==> src/rtl/serial2parallel_sr.sv <==
// ---------------------------------------------------------------------------
// serial2parallel_sr
//
// Purpose:
//   Serial-to-parallel shift register. Collects DATA_WIDTH serial bits, LSB
//   first, into a word and presents it in a holding register with a
//   valid/ready handshake. A frame begins with the bit sampled on a cycle
//   that has both start and din_en high, and it ends when the last bit is
//   sampled. Cycles with din_en low stall assembly indefinitely.
//
// Handshake (valid/ready):
//   dout_valid rises on the edge that completes a frame. dout and parity_err
//   then hold steady until dout_valid & dout_ready is seen at a clock edge.
//   When a frame completes on that same edge, the new word is loaded and
//   dout_valid stays high. When a frame completes while dout_valid=1 and
//   dout_ready=0, the frame is dropped and the sticky overflow flag is set.
//
// Optional feature (macro S2P_PARITY_EN):
//   With the macro defined, one extra even-parity bit follows the data bits.
//   The frame completes when that bit is sampled, and
//   parity_err = XOR(data bits, parity bit).
//   With the macro undefined there is no PARITY state and parity_err is 0.
//
// Ports:
//   clk         in   clock, rising edge
//   resetn      in   synchronous active-low reset, priority over all inputs
//   din         in   serial data bit
//   din_en      in   bit strobe; din/start are sampled only when it is high
//   start       in   frame start (qualified by din_en); marks bit 0
//   dout        out  [DATA_WIDTH] assembled word (holding register)
//   dout_valid  out  dout holds an unconsumed word
//   dout_ready  in   consumer accepts dout
//   busy        out  frame assembly in progress (state != IDLE)
//   overflow    out  sticky: a completed frame was dropped
//   parity_err  out  parity status of the word in dout
//   dbg_state   out  [2] current FSM state (0 IDLE, 1 SHIFT, 2 PARITY)
// ---------------------------------------------------------------------------
module serial2parallel_sr #(
   parameter int DATA_WIDTH = 16
) (
   input  logic                  clk,
   input  logic                  resetn,
   input  logic                  din,
   input  logic                  din_en,
   input  logic                  start,
   output logic [DATA_WIDTH-1:0] dout,
   output logic                  dout_valid,
   input  logic                  dout_ready,
   output logic                  busy,
   output logic                  overflow,
   output logic                  parity_err,
   output logic [1:0]            dbg_state
);

   localparam int              CW       = $clog2(DATA_WIDTH + 1);
   localparam logic [CW-1:0]   LAST_BIT = CW'(DATA_WIDTH - 1);

   typedef enum logic [1:0] {
      ST_IDLE   = 2'd0,
      ST_SHIFT  = 2'd1
`ifdef S2P_PARITY_EN
      ,
      ST_PARITY = 2'd2
`endif
   } state_t;

   state_t                r_state;
   state_t                w_state_next;
   logic [CW-1:0]         r_count;
   logic [CW-1:0]         w_count_next;
   logic [DATA_WIDTH-1:0] r_asm;
   logic [DATA_WIDTH-1:0] w_asm_next;
   logic [DATA_WIDTH-1:0] r_dout;
   logic                  r_dout_valid;
   logic                  r_overflow;

   logic                  w_start;
   logic                  w_bit_ok;
   logic                  w_complete;
   logic [DATA_WIDTH-1:0] w_word;
   logic [DATA_WIDTH-1:0] w_bit_shifted;
   logic [DATA_WIDTH-1:0] w_bit0;

`ifdef S2P_PARITY_EN
   logic                  r_parity_err;
   logic                  w_word_par;
`endif

   assign w_start  = din_en & start;
   assign w_bit_ok = din_en & ~start;
   assign w_bit0   = {{(DATA_WIDTH-1){1'b0}}, din};
   // Unwritten assembly bits are always 0, so OR-ing in the shifted bit
   // places din at position r_count.
   assign w_bit_shifted = w_bit0 << r_count;

   // ---------------- next-state / datapath ----------------
   always_comb begin
      w_state_next = r_state;
      w_count_next = r_count;
      w_asm_next   = r_asm;
      w_complete   = 1'b0;
      w_word       = r_asm;
`ifdef S2P_PARITY_EN
      w_word_par   = 1'b0;
`endif
      if (w_start) begin
         // Restart from any state: partial bits are discarded.
         w_asm_next   = w_bit0;
         w_count_next = CW'(1);
         w_state_next = ST_SHIFT;
      end else if (w_bit_ok) begin
         case (r_state)
            ST_SHIFT: begin
               w_asm_next = r_asm | w_bit_shifted;
               if (r_count == LAST_BIT) begin
`ifdef S2P_PARITY_EN
                  w_count_next = r_count + CW'(1);
                  w_state_next = ST_PARITY;
`else
                  w_complete   = 1'b1;
                  w_word       = w_asm_next;
                  w_count_next = '0;
                  w_state_next = ST_IDLE;
`endif
               end else begin
                  w_count_next = r_count + CW'(1);
               end
            end
`ifdef S2P_PARITY_EN
            ST_PARITY: begin
               // din is the parity bit; even parity over data + parity.
               w_complete   = 1'b1;
               w_word       = r_asm;
               w_word_par   = (^r_asm) ^ din;
               w_count_next = '0;
               w_state_next = ST_IDLE;
            end
`endif
            default: ;
         endcase
      end
   end

   // ---------------- assembly state ----------------
   always_ff @(posedge clk) begin
      if (!resetn) begin
         r_state <= ST_IDLE;
         r_count <= '0;
         r_asm   <= '0;
      end else begin
         r_state <= w_state_next;
         r_count <= w_count_next;
         r_asm   <= w_asm_next;
      end
   end

   // ---------------- holding register / handshake ----------------
   always_ff @(posedge clk) begin
      if (!resetn) begin
         r_dout       <= '0;
         r_dout_valid <= 1'b0;
         r_overflow   <= 1'b0;
`ifdef S2P_PARITY_EN
         r_parity_err <= 1'b0;
`endif
      end else if (w_complete) begin
         if (!r_dout_valid || dout_ready) begin
            r_dout       <= w_word;
            r_dout_valid <= 1'b1;
`ifdef S2P_PARITY_EN
            r_parity_err <= w_word_par;
`endif
         end else begin
            // Consumer still holds the previous word: drop the new one.
            r_overflow <= 1'b1;
         end
      end else if (r_dout_valid && dout_ready) begin
         r_dout_valid <= 1'b0;
      end
   end

   assign dout       = r_dout;
   assign dout_valid = r_dout_valid;
   assign overflow   = r_overflow;
   assign busy       = (r_state != ST_IDLE);
   assign dbg_state  = r_state;
`ifdef S2P_PARITY_EN
   assign parity_err = r_parity_err;
`else
   assign parity_err = 1'b0;
`endif

endmodule

==> config.mk <==
export PLATFORM = sky130hd
export DESIGN_NAME = serial2parallel_sr
export DESIGN_NICKNAME = d
export VERILOG_FILES = /design/src/rtl/serial2parallel_sr.sv
export SDC_FILE = /design/constraint.sdc
export NUM_CORES = 1
export LEC_CHECK = 0
export CORE_AREA = 2 2 61 63
export CTS_BUF_LIST = sky130_fd_sc_hd__clkbuf_4 sky130_fd_sc_hd__clkbuf_8
export CTS_CLUSTER_SIZE = 20
export DETAILED_ROUTE_END_ITERATION = 10
export DIE_AREA = 0 0 63 65
export HOLD_SLACK_MARGIN = 0.1
export PLACE_DENSITY = 0.75
export SLEW_MARGIN = 20
export SYNTH_ARGS = -nofsm -noshare
export SYNTH_HDL_FRONTEND = slang
export SYNTH_SLANG_ARGS = --single-unit
export TNS_END_PERCENT = 20
==> constraint.sdc <==
create_clock -name clk -period 2 [get_ports clk]
set_input_delay 0.5 -clock clk [delete_from_list [all_inputs] [get_ports clk]]
set_output_delay 0.5 -clock clk [all_outputs]
set_load 0.05 [all_outputs]
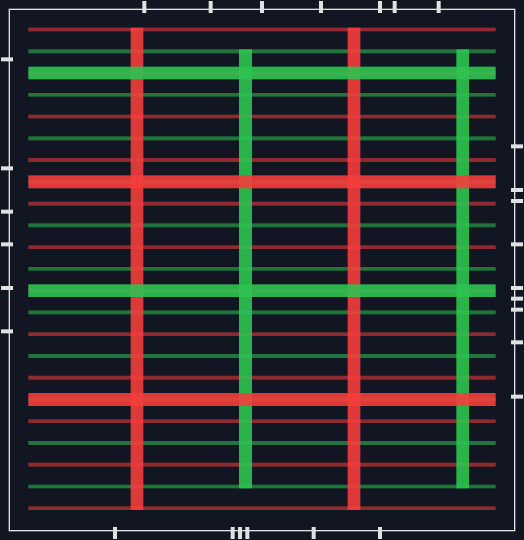
Run 1: power grid
(8 px per um) Pins as bars on the die edge.
legend:
  green:
    net: VDD
  red:
    net: VSS
met5 straps: 4
rows: 22

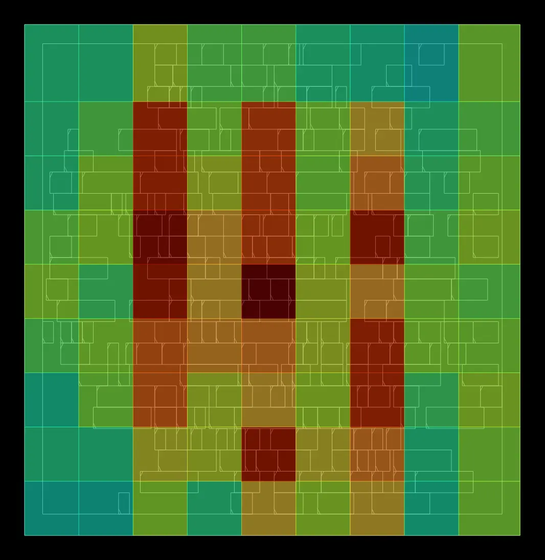
Run 1: congestion heat map
GRT busiest layer: met2
global-route met2 utilization: 0.3750
Global Route met1 Usage: 0.2508

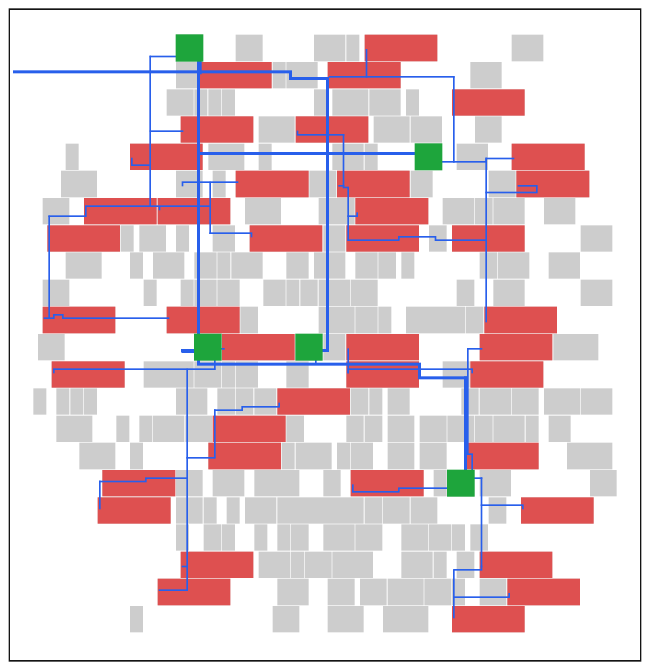
Run 1: clock wires, drivers and flops
(10 px per um)
legend:
  blue:
    item: clock wires
    length: 475 um
  red:
    item: flip-flops
    count: 40
  green:
    item: cells driving clock nets
    count: 5
flops lie: all over the die
routed clock nets: 6

==> notes.md, run 1 <==
The synthesis and PnR run went through. Inserted tap cell count landed at 48. Counting the inverters off the clock network in the layout gives 4. The floorplan step records an initial core utilization of 0.4839. For reference, the top cells by area after synthesis are sky130_fd_sc_hd__dfxtp_1, sky130_fd_sc_hd__nand2_1, sky130_fd_sc_hd__mux2i_1. Vertical die dimension landed at 65 um.

The stat command in Yosys gives a chip area of 1692 um^2. Total of warnings raised by yosys landed at 0. Before any placement, the netlist area is recorded as 1692 um^2. Critical path required time landed at 1.50 ns.

Number of top-level pins landed at 28. The tree is rooted in a sky130_fd_sc_hd__clkbuf_4. Number of buffer and inverter instances along the worst setup path landed at 1. Registers represent a cell area share of 0.3830. Measured on the final layout, buffering overhead outside the clock network stands at 0.1676. Share of final-layout standard cells stronger than drive strength 1 landed at 0.1689. Count of flip-flops with a built-in enable after synthesis landed at 0. Setup repair after global routing left no endpoint under its margin.

Number of placement rows landed at 22. STA puts the critical path data arrival time at 1.24 ns. Tracing the worst setup path back leads to its startpoint at dout[14]$_SDFFE_PN0P_.

Area fraction in full adders, half adders and majority gates landed at 0.007396. Hold buffer count at cts landed at 0. Post-layout utilization of the core landed at 0.5981. Flip-flop and latch power landed at 0.807 mW. Register area landed at 800.8 um^2. Filler-free cell count of the finished design landed at 267. Clock tree buffer count of the final layout landed at 8. The group that draws the most power in this run is registers. The flow measured a signed area growth from synthesis to layout of 23.59%. Pins over their slew limit in the final report were tallied at 0. Between clock sinks in the finished design, the worst skew comes to 0.005561 ns. Number of antenna cells inserted landed at 0. CTS buffer count landed at 5. Following the worst setup path forward leads to its endpoint at dout[14]. The flow ran to the end, and the final reports show no timing, DRC or antenna violations. Relative contribution of sequential cells to total power landed at 0.592.

Number of max-cap violations landed at 0. Per the detailed placement report, the placed cell area equals 2032 um^2. The congestion estimate from routability-driven global placement came to 0.7933. Setup slack on the worst path after placement came out at -0.04794 ns.

Overall overflow remaining after global route landed at 0. The power report attributes to the clock group a share of 0.332. Share of the synthesized netlist area taken by xor and xnor gates landed at 0.005178.

The die is 63 um wide. Transition time at the pin with the least slew margin landed at 0.5020 ns. Per Yosys stat, the portion of area used by sequential elements is 0.4734. Switching portion of total power landed at 0.2375. Final period utilization landed at 0.8681. The H-tree generated during clock tree synthesis spans 2 levels. Post-detailed-route via-to-cell ratio landed at 5.614. The worst hold path was traced through 2 stages. Placeable core region landed at 3496 um^2.

The critical path is of the reg2out type. Per STA, the worst path accumulates the most delay in the family buffers and inverters. The routed layout has 1499 vias. Critical-path maximum fanout landed at 2.

Portion of synthesized cell area occupied by the leading cell type landed at 0.4734. Synthesis instantiated 36 different standard cells from the library. Estimated wirelength of the detail-placed design landed at 2.938 mm. Derived from the worst setup path, the maximum achievable clock frequency is 575.9 MHz. The min-delay analysis places its worst path in the category reg2reg.

Mean area per synthesized cell landed at 9.144 um^2. The timing report gives the biggest stage delay along the critical path as 0.53 ns. The first global-routing pass estimated 6.955 mm of wire. Of all flip-flops after synthesis, the portion carrying an async set or reset was 0. The final layout reports a setup TNS of 0 ns. Detailed-routing iteration count for the pre-antenna-repair pass landed at 4.
-- run 1: placed cells by master (no fill, tap or decap), types with 2 or more instances in the layout --
cell and n:
sky130_fd_sc_hd__a41oi_1 5, sky130_fd_sc_hd__nand2_1 23, sky130_fd_sc_hd__dlygate4sd2_1 10, sky130_fd_sc_hd__a31oi_1 11, sky130_fd_sc_hd__nand3_1 3, sky130_fd_sc_hd__o21ai_0 5, sky130_fd_sc_hd__mux2i_1 8, sky130_fd_sc_hd__nand4b_1 2
sky130_fd_sc_hd__a21oi_1 6, sky130_fd_sc_hd__conb_1 2, sky130_fd_sc_hd__o21a_1 2, sky130_fd_sc_hd__dlymetal6s2s_1 2, sky130_fd_sc_hd__clkdlybuf4s50_1 5, sky130_fd_sc_hd__dfxtp_1 40, sky130_fd_sc_hd__nor2_1 15, sky130_fd_sc_hd__and3b_1 3
sky130_fd_sc_hd__inv_1 4, sky130_fd_sc_hd__and2_1 2, sky130_fd_sc_hd__nor2b_1 3, sky130_fd_sc_hd__and3_1 2, sky130_fd_sc_hd__buf_4 25, sky130_fd_sc_hd__nor3b_1 2, sky130_fd_sc_hd__a32o_1 2, sky130_fd_sc_hd__a22o_1 2
sky130_fd_sc_hd__o311ai_0 8, sky130_fd_sc_hd__o21ai_1 8, sky130_fd_sc_hd__clkbuf_4 7
-- run 1: flip-flops by register name, summed over array words and instances, names as in the netlist --
name	count
r_asm	16
dout_valid	1
r_count	5
dout	16
dbg_state	1
overflow	1
-- run 1: routing by layer --
metal,routed length [um],GRT usage,vias up
li1,-,-,731
met1,1670,0.2508,710
met2,2054,0.3750,51
met3,290,0.06771,7
met4,66,0.1083,0
met5,0,0,-
==> run 2, diff against run 1 <==
Settings changed: SETUP_SLACK_MARGIN set to 0.02.
==> run 2 against run 1 <==
Against the previous run:
- fmax hardly changed
- area after synthesis stayed put
- global-route usage stayed put
- critical endpoint unchanged
- power hardly changed
==> notes.md, run 2 <==
The synthesis and PnR run went through. STA classifies the critical path startpoint as a flop. For this design the static power due to leakage is 0.8448 nW. Number of distinct library cells after synthesis landed at 36 (unchanged). The vertical die dimension came to 65 um (unchanged). Standard cell area after detailed placement landed at 2032 um^2 (unchanged). The initial antenna violation count was 0. Per the summary, power density relative to cell area is 654.6 nW/um^2. After detailed placement, the design holds a cell count of 259. The clock period could shrink to 1.736 ns. The portion of synthesized cell area occupied by the leading cell type was 0.4734 (unchanged). Sorting the Yosys area breakdown by cell type puts at the top sky130_fd_sc_hd__dfxtp_1. Endpoints failing hold in the final report were tallied at 0. The most common logic cell in the final layout is sky130_fd_sc_hd__dfxtp_1.

Filler-free cell count of the finished design landed at 267 (unchanged). Per the detail_route report, routed wire per instance is 15.22 um. In the final layout, the fill cell count is 330. Critical path required time landed at 1.50 ns (about the same). Total via count in the routed design landed at 1510 (+0.73%). The worst setup path is captured at an output pin. Width of the chip landed at 63 um (unchanged). In this run the deepest clock path goes through 2 buffers. For this design, Yosys synthesis ends with a cell count of 185.

Number of placement rows landed at 22 (unchanged). Tally of nets with antenna violations remaining after routing landed at 0. The detailed-routing iteration count for the pre-antenna-repair pass came to 4 (unchanged). The post-detailed-route via-to-cell ratio is 5.655 (+0.73%). Placeable core region landed at 3496 um^2 (unchanged). Relative to the synthesized area, the layout overhead comes to 23.15%. The overall overflow remaining after global route came to 0 (unchanged). The synthesized chip area reported by yosys came to 1692 um^2 (unchanged). The setup slack at placement was -0.04794 ns (unchanged). Highest ir drop seen on vdd landed at 0.4292 mV. CTS buffer count landed at 5 (unchanged). Count of H-tree levels built during CTS landed at 2 (unchanged). The global placer's final weighted congestion was 0.7933 (unchanged). Number of instances resized during post-cts repair landed at 12. The worst hold path belongs to the class reg2reg. The synthesis report lists the most area-consuming cells as sky130_fd_sc_hd__dfxtp_1, sky130_fd_sc_hd__nand2_1, sky130_fd_sc_hd__mux2i_1. Setup repair after global routing left no endpoint under its margin. Critical-path maximum fanout landed at 2 (unchanged).

Final period utilization landed at 0.8682 (about the same). In this run, synthesis produced a sequential element count of 40. Number of setup buffers added after CTS landed at 0. Per the OpenROAD floorplan log, the area of the die is 4095 um^2. Total track usage landed at 0.2204. Number of setup violations in the final report landed at 0. Per STA, the worst path is made up of dlygate4sd2_1. Per the cell usage report, the commonest logic cells after layout are sky130_fd_sc_hd__dfxtp_1, sky130_fd_sc_hd__buf_4, sky130_fd_sc_hd__nand2_1. Count of buffers inserted at the top-level ports landed at 25.

Per the CTS log, the root buffer master is sky130_fd_sc_hd__clkbuf_4. Yosys reports that the most numerous cell types are sky130_fd_sc_hd__dfxtp_1, sky130_fd_sc_hd__nand2_1, sky130_fd_sc_hd__nor2_1. Sum of negative setup slack landed at 0 ns (unchanged).

The most used flip-flop cell after synthesis is sky130_fd_sc_hd__dfxtp_1. The critical path in this run is classified as reg2out. Highest achievable clock rate landed at 575.9 MHz (about the same). Number of antenna cells inserted landed at 0 (unchanged). TritonCTS built the clock tree. Hold buffer count at cts landed at 0 (unchanged). The via count of the first global-routing pass was 1508.

The estimated wirelength of the detail-placed design was 2.938 mm (unchanged). The most common cell in the synthesized netlist is sky130_fd_sc_hd__dfxtp_1. Wires add up to 4.065 mm. Global-route wire length before repair landed at 6.955 mm (unchanged). Entering global routing, the biggest net connects 29 pins. Number of cells produced by synthesis landed at 185. Number of max-cap violations landed at 0 (unchanged).

The initial core utilization was 0.4839 (unchanged). The timing report attributes the biggest portion of critical-path delay to buffers and inverters. The longest individual stage delay on the worst path is 0.53 ns (about the same). The mean area per synthesized cell came to 9.144 um^2 (unchanged). Post-synth design cell area landed at 1692 um^2 (unchanged). The logs give a warning total of 26. In this run, the number of DRC markers left after iteration 0 of detailed routing was 86. The number of buffer and inverter instances along the worst setup path was 1 (unchanged). The most critical hold endpoint after final layout shows a slack of 0.4623 ns. Worst setup slack after layout landed at 0.2636 ns. Number of nets in the final layout landed at 225. Final-report max-slew violation count landed at 0 (unchanged).

The sequential cell area fraction in the yosys report came to 0.4734 (unchanged). Count of flip-flops with a built-in enable after synthesis landed at 0 (unchanged). Number of top-level pins landed at 28 (unchanged).

The async set-or-reset flop fraction in the synthesized netlist was 0 (unchanged). The post-layout utilization of the core came to 0.5959 (-0.002147). After detailed routing, the number of remaining DRC violations is 0. Looking at the critical path, the single cell with the biggest stage delay is sky130_fd_sc_hd__dlygate4sd2_1. Total of warnings raised by yosys landed at 0 (unchanged). Once layout is done, the placed cells without fillers occupy 2083 um^2.

According to the CTS report, the clock sink count is 40. The worst endpoint data arrival time is 1.24 ns (about the same). The share of final-layout standard cells stronger than drive strength 1 came to 0.1689 (unchanged). Total power of the final layout landed at 1.364 mW.

Looking at the worst setup and hold paths, the clock pins of their registers show a slew of 0.11 ns. The run finished with clean final reports.
==> run 2: cell types whose count changed in the layout (fill, tap and decap cells not counted), sizes merged <==
| cell | before | now |
|---|---|---|
| dlygate4sd2 | 10 | 12 |
| dlymetal6s2s | 2 | 0 |
==> run 2: area by class of cell <==
cell class / count / area [um^2] / share of cell area
well taps: 48 / 60.06 / 0.02883
flip-flops and latches: 40 / 800.8 / 0.3844
inverters: 4 / 15.01 / 0.007207
multi-input cells: 125 / 798.3 / 0.3832
clock buffers: 8 / 66.31 / 0.03183
repair buffers: 42 / 342.8 / 0.1646
==> run 2: path summary, 6_finish.rpt <==
path	start	endpoint	slack, ns	cells after the start
worst max register to register	r_count[0]$_SDFFE_PN0P_	dout[11]$_SDFFE_PN0P_	0.35	4
worst max-delay path	dout[14]$_SDFFE_PN0P_	dout[14]	0.26	1
worst min-delay path	dout[7]$_SDFFE_PN0P_	dout[7]$_SDFFE_PN0P_	0.46	2
worst min register to register	dout[7]$_SDFFE_PN0P_	dout[7]$_SDFFE_PN0P_	0.46	2
==> run 2: kinds of logic (layout without fill, tap and decap cells) <==
group           Yosys count  in the layout  synth area share
flops                    40             40            0.4734
fa+ha+maj                 1              1          0.007395
compound gates           50             50            0.1997
xor+xnor                  1              1          0.005178
mux                       8              8           0.04734
buf+inv                  21             54           0.05695
other cells               1              2          0.002217
simple gates             63             63            0.2078
==> run 2: power breakdown <==
| group | switching, mW | internal, mW |
|---|---|---|
| registers | 0.00620 | 0.801 |
| logic | 0.0647 | 0.0383 |
| clock network | 0.253 | 0.201 |
| total | 0.324 | 1.04 |
==> run 2: metal layers <==
metal  vias up  GRT usage  part of all wire
li1        731          -                 -
met5         -          0                 0
met4         0     0.1083             0.016
met3         7    0.06771             0.073
met1       718     0.2508              0.41
met2        54     0.3750              0.50
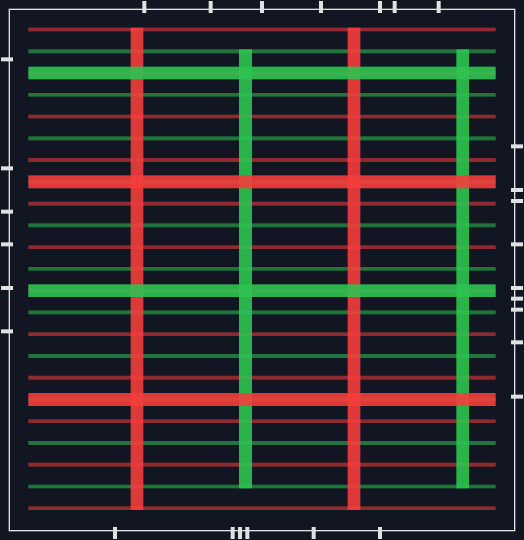
Run 2: power grid
(8 px per um) Pins as bars on the die edge.
legend:
  red:
    net: VSS
  green:
    net: VDD
signal pins: 28
met4 straps: 4
rows: 22

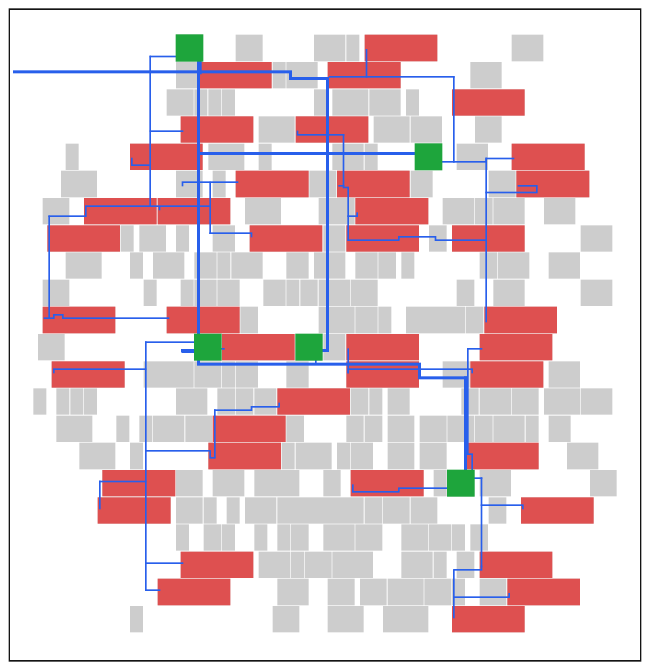
Run 2: clock wires, drivers and flops
(10 px per um)
legend:
  blue:
    item: clock wires
    length: 478 um
  red:
    item: flip-flops
    count: 40
  green:
    item: cells driving clock nets
    count: 5
flops lie: all over the die
routed clock nets: 6
Clock power frac: 0.332
Insertion Delay late pin: 0.35 ns
clock group total power: 0.453 mW
post-route clock skew: 0.005524 ns

No activity file was given, so power comes from the tool's default toggle rates.
